--- config.mk ---
export PLATFORM = sky130hd
export DESIGN_NAME = dilithium_shiftadd_mult
export DESIGN_NICKNAME = d
export VERILOG_FILES = /design/src/rtl/dilithium_shiftadd_mult.sv
export SDC_FILE = /design/constraint.sdc
export NUM_CORES = 1
export LEC_CHECK = 0
export CORE_ASPECT_RATIO = 1.1
export CORE_MARGIN = 3
export CORE_UTILIZATION = 54
export CTS_CLUSTER_DIAMETER = 150
export DETAILED_ROUTE_END_ITERATION = 12
export PLACE_DENSITY = 0.81
export SLEW_MARGIN = 20
export SYNTH_ARGS = -nofsm -noshare
export SYNTH_HDL_FRONTEND = slang
export SYNTH_SLANG_ARGS = --single-unit
--- constraint.sdc ---
create_clock -name clk_i -period 3.6 [get_ports clk_i]
set_input_delay 0.72 -clock clk_i [delete_from_list [all_inputs] [get_ports clk_i]]
set_output_delay 0.72 -clock clk_i [all_outputs]
set_load 0.01 [all_outputs]
--- src/rtl/dilithium_shiftadd_mult.sv ---
// Radix-2 shift-add multiplier for Dilithium coefficients: one multiplier bit per clock,
// full 2*OP_LEN-bit product presented with a valid/ready handshake toward the reduction stage.
module dilithium_shiftadd_mult #(
    parameter int OP_LEN      = 23,
    parameter int DATA_LENGTH = 64
) (
    input  logic                   clk_i,
    input  logic                   rst_i,
    input  logic                   start_i,
    input  logic [OP_LEN-1:0]      a_i,
    input  logic [OP_LEN-1:0]      b_i,
    input  logic                   ready_i,
    output logic                   busy_o,
    output logic                   valid_o,
    output logic [DATA_LENGTH-1:0] result_o
);

    localparam int ACC_W = 2 * OP_LEN;
    localparam int CNT_W = (OP_LEN > 1) ? $clog2(OP_LEN) : 1;

    typedef enum logic [1:0] {
        IDLE = 2'd0,
        MUL  = 2'd1,
        DONE = 2'd2
    } state_e;

    state_e             state_q, state_d;
    logic [ACC_W-1:0]   acc_q, acc_d;
    logic [ACC_W-1:0]   mcand_q, mcand_d;
    logic [OP_LEN-1:0]  mplier_q, mplier_d;
    logic [CNT_W-1:0]   cnt_q, cnt_d;

    always_comb begin
        // NOTE: every _d starts as its _q so no branch leaves a signal unassigned (no latches).
        state_d  = state_q;
        acc_d    = acc_q;
        mcand_d  = mcand_q;
        mplier_d = mplier_q;
        cnt_d    = cnt_q;

        case (state_q)
            IDLE: begin
                if (start_i) begin
                    state_d  = MUL;
                    mcand_d  = ACC_W'(a_i);
                    mplier_d = b_i;
                    acc_d    = '0;
                    cnt_d    = '0;
                end
            end
            MUL: begin
                if (mplier_q[0]) begin
                    acc_d = acc_q + mcand_q;
                end
                mcand_d  = mcand_q << 1;
                mplier_d = mplier_q >> 1;
                cnt_d    = cnt_q + CNT_W'(1);
                if (cnt_q == CNT_W'(OP_LEN - 1)) begin
                    state_d = DONE;
                end
            end
            DONE: begin
                // acc_q is the finished product and stays untouched until the next accept
                if (ready_i) begin
                    state_d = IDLE;
                end
            end
            default: state_d = IDLE;
        endcase
    end

    always_ff @(posedge clk_i) begin
        // NOTE: sequential state uses non-blocking assignments so all flops update together.
        if (rst_i) begin
            state_q  <= IDLE;
            acc_q    <= '0;
            mcand_q  <= '0;
            mplier_q <= '0;
            cnt_q    <= '0;
        end else begin
            state_q  <= state_d;
            acc_q    <= acc_d;
            mcand_q  <= mcand_d;
            mplier_q <= mplier_d;
            cnt_q    <= cnt_d;
        end
    end

    assign busy_o   = (state_q != IDLE);
    assign valid_o  = (state_q == DONE);
    assign result_o = DATA_LENGTH'(acc_q);

endmodule

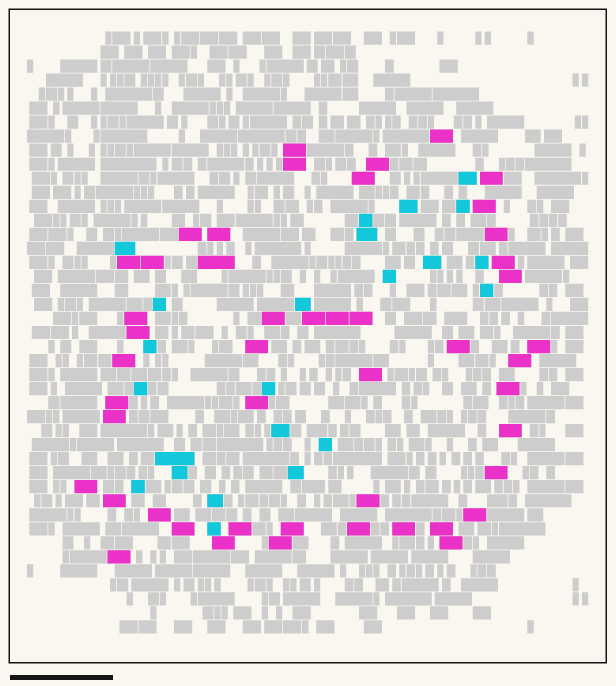
(images/gate_families.png)
The bar under the picture is 20 µm long.
| colour | family | cells | most used |
|---|---|---|---|
| cyan | AND-OR and OR-AND gates | 23 | a21o_1 |
| magenta | adder and majority cells | 48 | ha_1 |
fin cells: 1186
Comb/total area: 0.505
Commonest Layout Cell: nor2_1

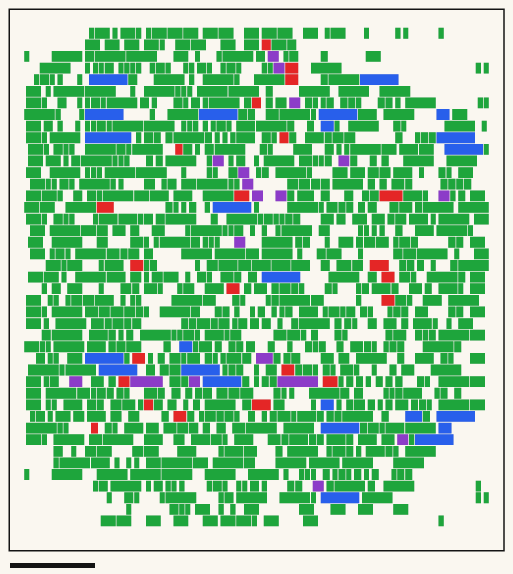
(images/drive_strength.png)
The bar under the picture is 20 µm long.
| colour | size | cells |
|---|---|---|
| green | drive 1 or less | 965 |
| red | drive 2 | 22 |
| blue | drive 6 and up | 24 |
| purple | drive 3 to 4 | 18 |
Area Overhead vs Synth: 21.8%
final instance area: 8680 µm²
final setup margin: 0.664 ns
Non-clk bufs: 106

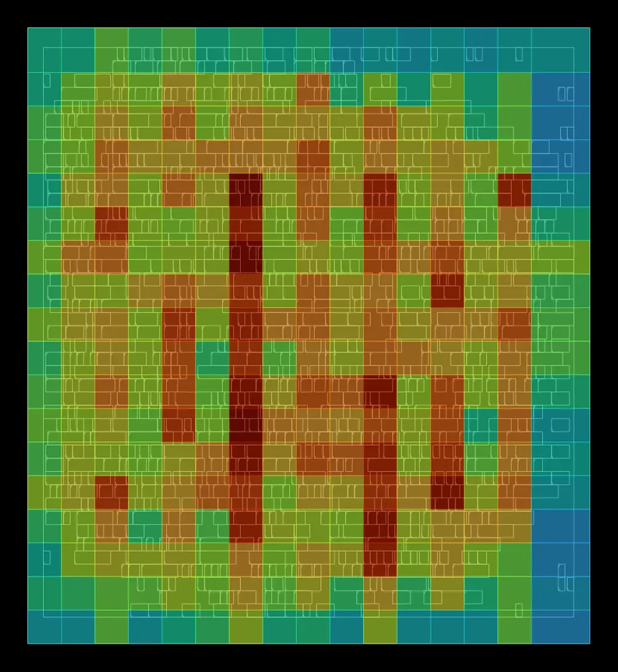
(images/final_congestion.png)
routing usage on met3: 0.0658
GR peak layer: met2
Tot GR Track Use: 0.248
met1 usage: 0.315

==> metrics.cfg <==
[logic_synthesis]
syn-mean-instance-area_um2=7.58
async_reset_ff_frac=0
synth-edff-count=0
ys_cells=940
ys_sh_simple=0.267
ys_area_um2=7130
syn_area_um2=7130
common_cells=187 x nor2_1, 122 x dfxtp_1, 88 x a21oi_1, 88 x nand2_1, 47 x ha_1
topCombFamilyByArea=simple AND/OR/NAND/NOR gates
top_cells_by_area=dfxtp_1 34%, nor2_1 9.9%, ha_1 8.3%
ys.flops=122
yosys_warnings=0
top_cell_area_share=0.343
yosysMostFrequentCell=nor2_1
netlist_instances=940
ys_seq_frac=0.343

[drt]
drt-met1-wl_um=8050
wl_met3_um=1010
drc=0
topRoutingLayerUsed=met4
via_per_inst=5.76
vias=6829
first_iter_violations=479
dr.pass1.iters=6

[setup_path]
reg2reg_slack_ns=0.66
crit_buf_inv=1
slowest_stage=o311ai_1
crit_type=register to register
r2r.worst_path.cells=12
crit_required_ns=3.94
path_depth=12
path_cells=ha_1, inv_1, fa_1, nand2b_1, a21oi_1, o21ai_1, a21oi_1, nor2_1, o311ai_1, a31oi_1, xor2_1, o21ai_0
slowest_delay_ns=0.49
endpoint=acc_q[22]
setup.worst_path.start_class=register
crit_family=AND-OR/OR-AND gates

[pwr]
power.group.top=the clock network
powerDensity_nw_per_um2=427
internal-power_mw=2.62
total_power_mw=3.71
power_frac_comb=0.155
switching_share=0.294
power_clock_mw=1.63
ir_drop_v=0.000366

[run_status]
status=complete, no violations

[die]
die_area_um2=14600
fp.dieW_um=116
nWellTaps=157
initial_core_util=0.559

[final_timing]
finalHoldViolCount=0
relSlewSlack=0.416
rsz0062_at_grt=no
finClkSkew_ns=0.0101
setup_viol=0

[clocking]
cts_resized=0
post_cts_buffers=0
cts_made_buffers=17
cts_hold_buf=0
cts-root-buf=clkbuf_16
path_clk_slew_ns=0.06
clockBufferDepth=2
cts.sink_count=122
tritoncts=yes

[finish]
signal_buffer_area_fraction=0.119
biggestCellCategory=logic gates
design.seq.count=122
fillers=1097
logic_area_um2=4380
final_layout_size_suffix_gt1_frac=0.0622
clkCellAreaFrac=0.0652
clock_buffers=18
reg_top3=acc_q (46), mcand_q (46), mplier_q (23)
nonClockInverterCount=15
multi_input_comb_cells=754
nets=1114
final_cell_mix=187 x nor2_1, 122 x dfxtp_1, 96 x clkdlybuf4s50_1, 88 x a21oi_1, 87 x nand2_1

[worst_hold_path]
min_path_type=register to register
hold_end=mcand_q[34]
min_from=mcand_q[33]

[place]
dp_cells=1154
place.gp.congestion=0.880
dp_hpwl_um=12500

[job]
warning_count=27
drv_cap=0

[global_route]
grt_pass1_wl_um=29800
antenna_found_initial=0
grt_max_degree=85
global_route.usage.met2=0.412
first_global_vias=6377

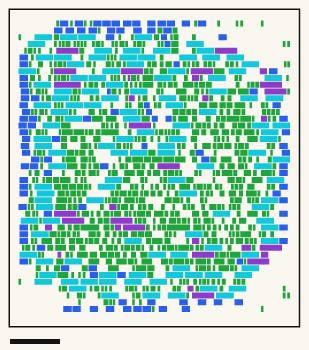
(images/cell_classes.png)
The bar under the picture is 20 µm long.
| colour | class | cells | share of their area |
|---|---|---|---|
| cyan | flip-flops | 122 | 29% |
| purple | clock drivers and dummy loads | 32 | 6.7% |
| blue | other buffers and delay cells | 106 | 12% |
| green | all other logic | 769 | 52% |
flop share of the area: 0.281
Core Util, Final: 0.681
row count: 43
core area: 12800 µm²

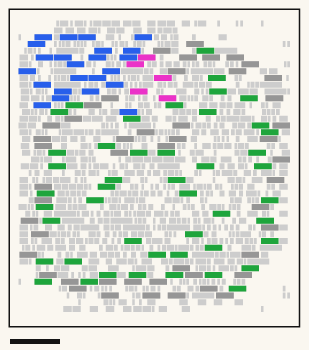
(images/registers.png)
The bar under the picture is 20 µm long. Other sequential cells in the stronger grey, the rest of the logic in the fainter grey.
| colour | netlist name | sequential cells |
|---|---|---|
| green | acc_q | 46 |
| magenta | cnt_q | 5 |
| blue | mplier_q | 23 |
Seq group: 1.50 mW
register area: 2440 µm²

Power and IR drop assume default switching activity.
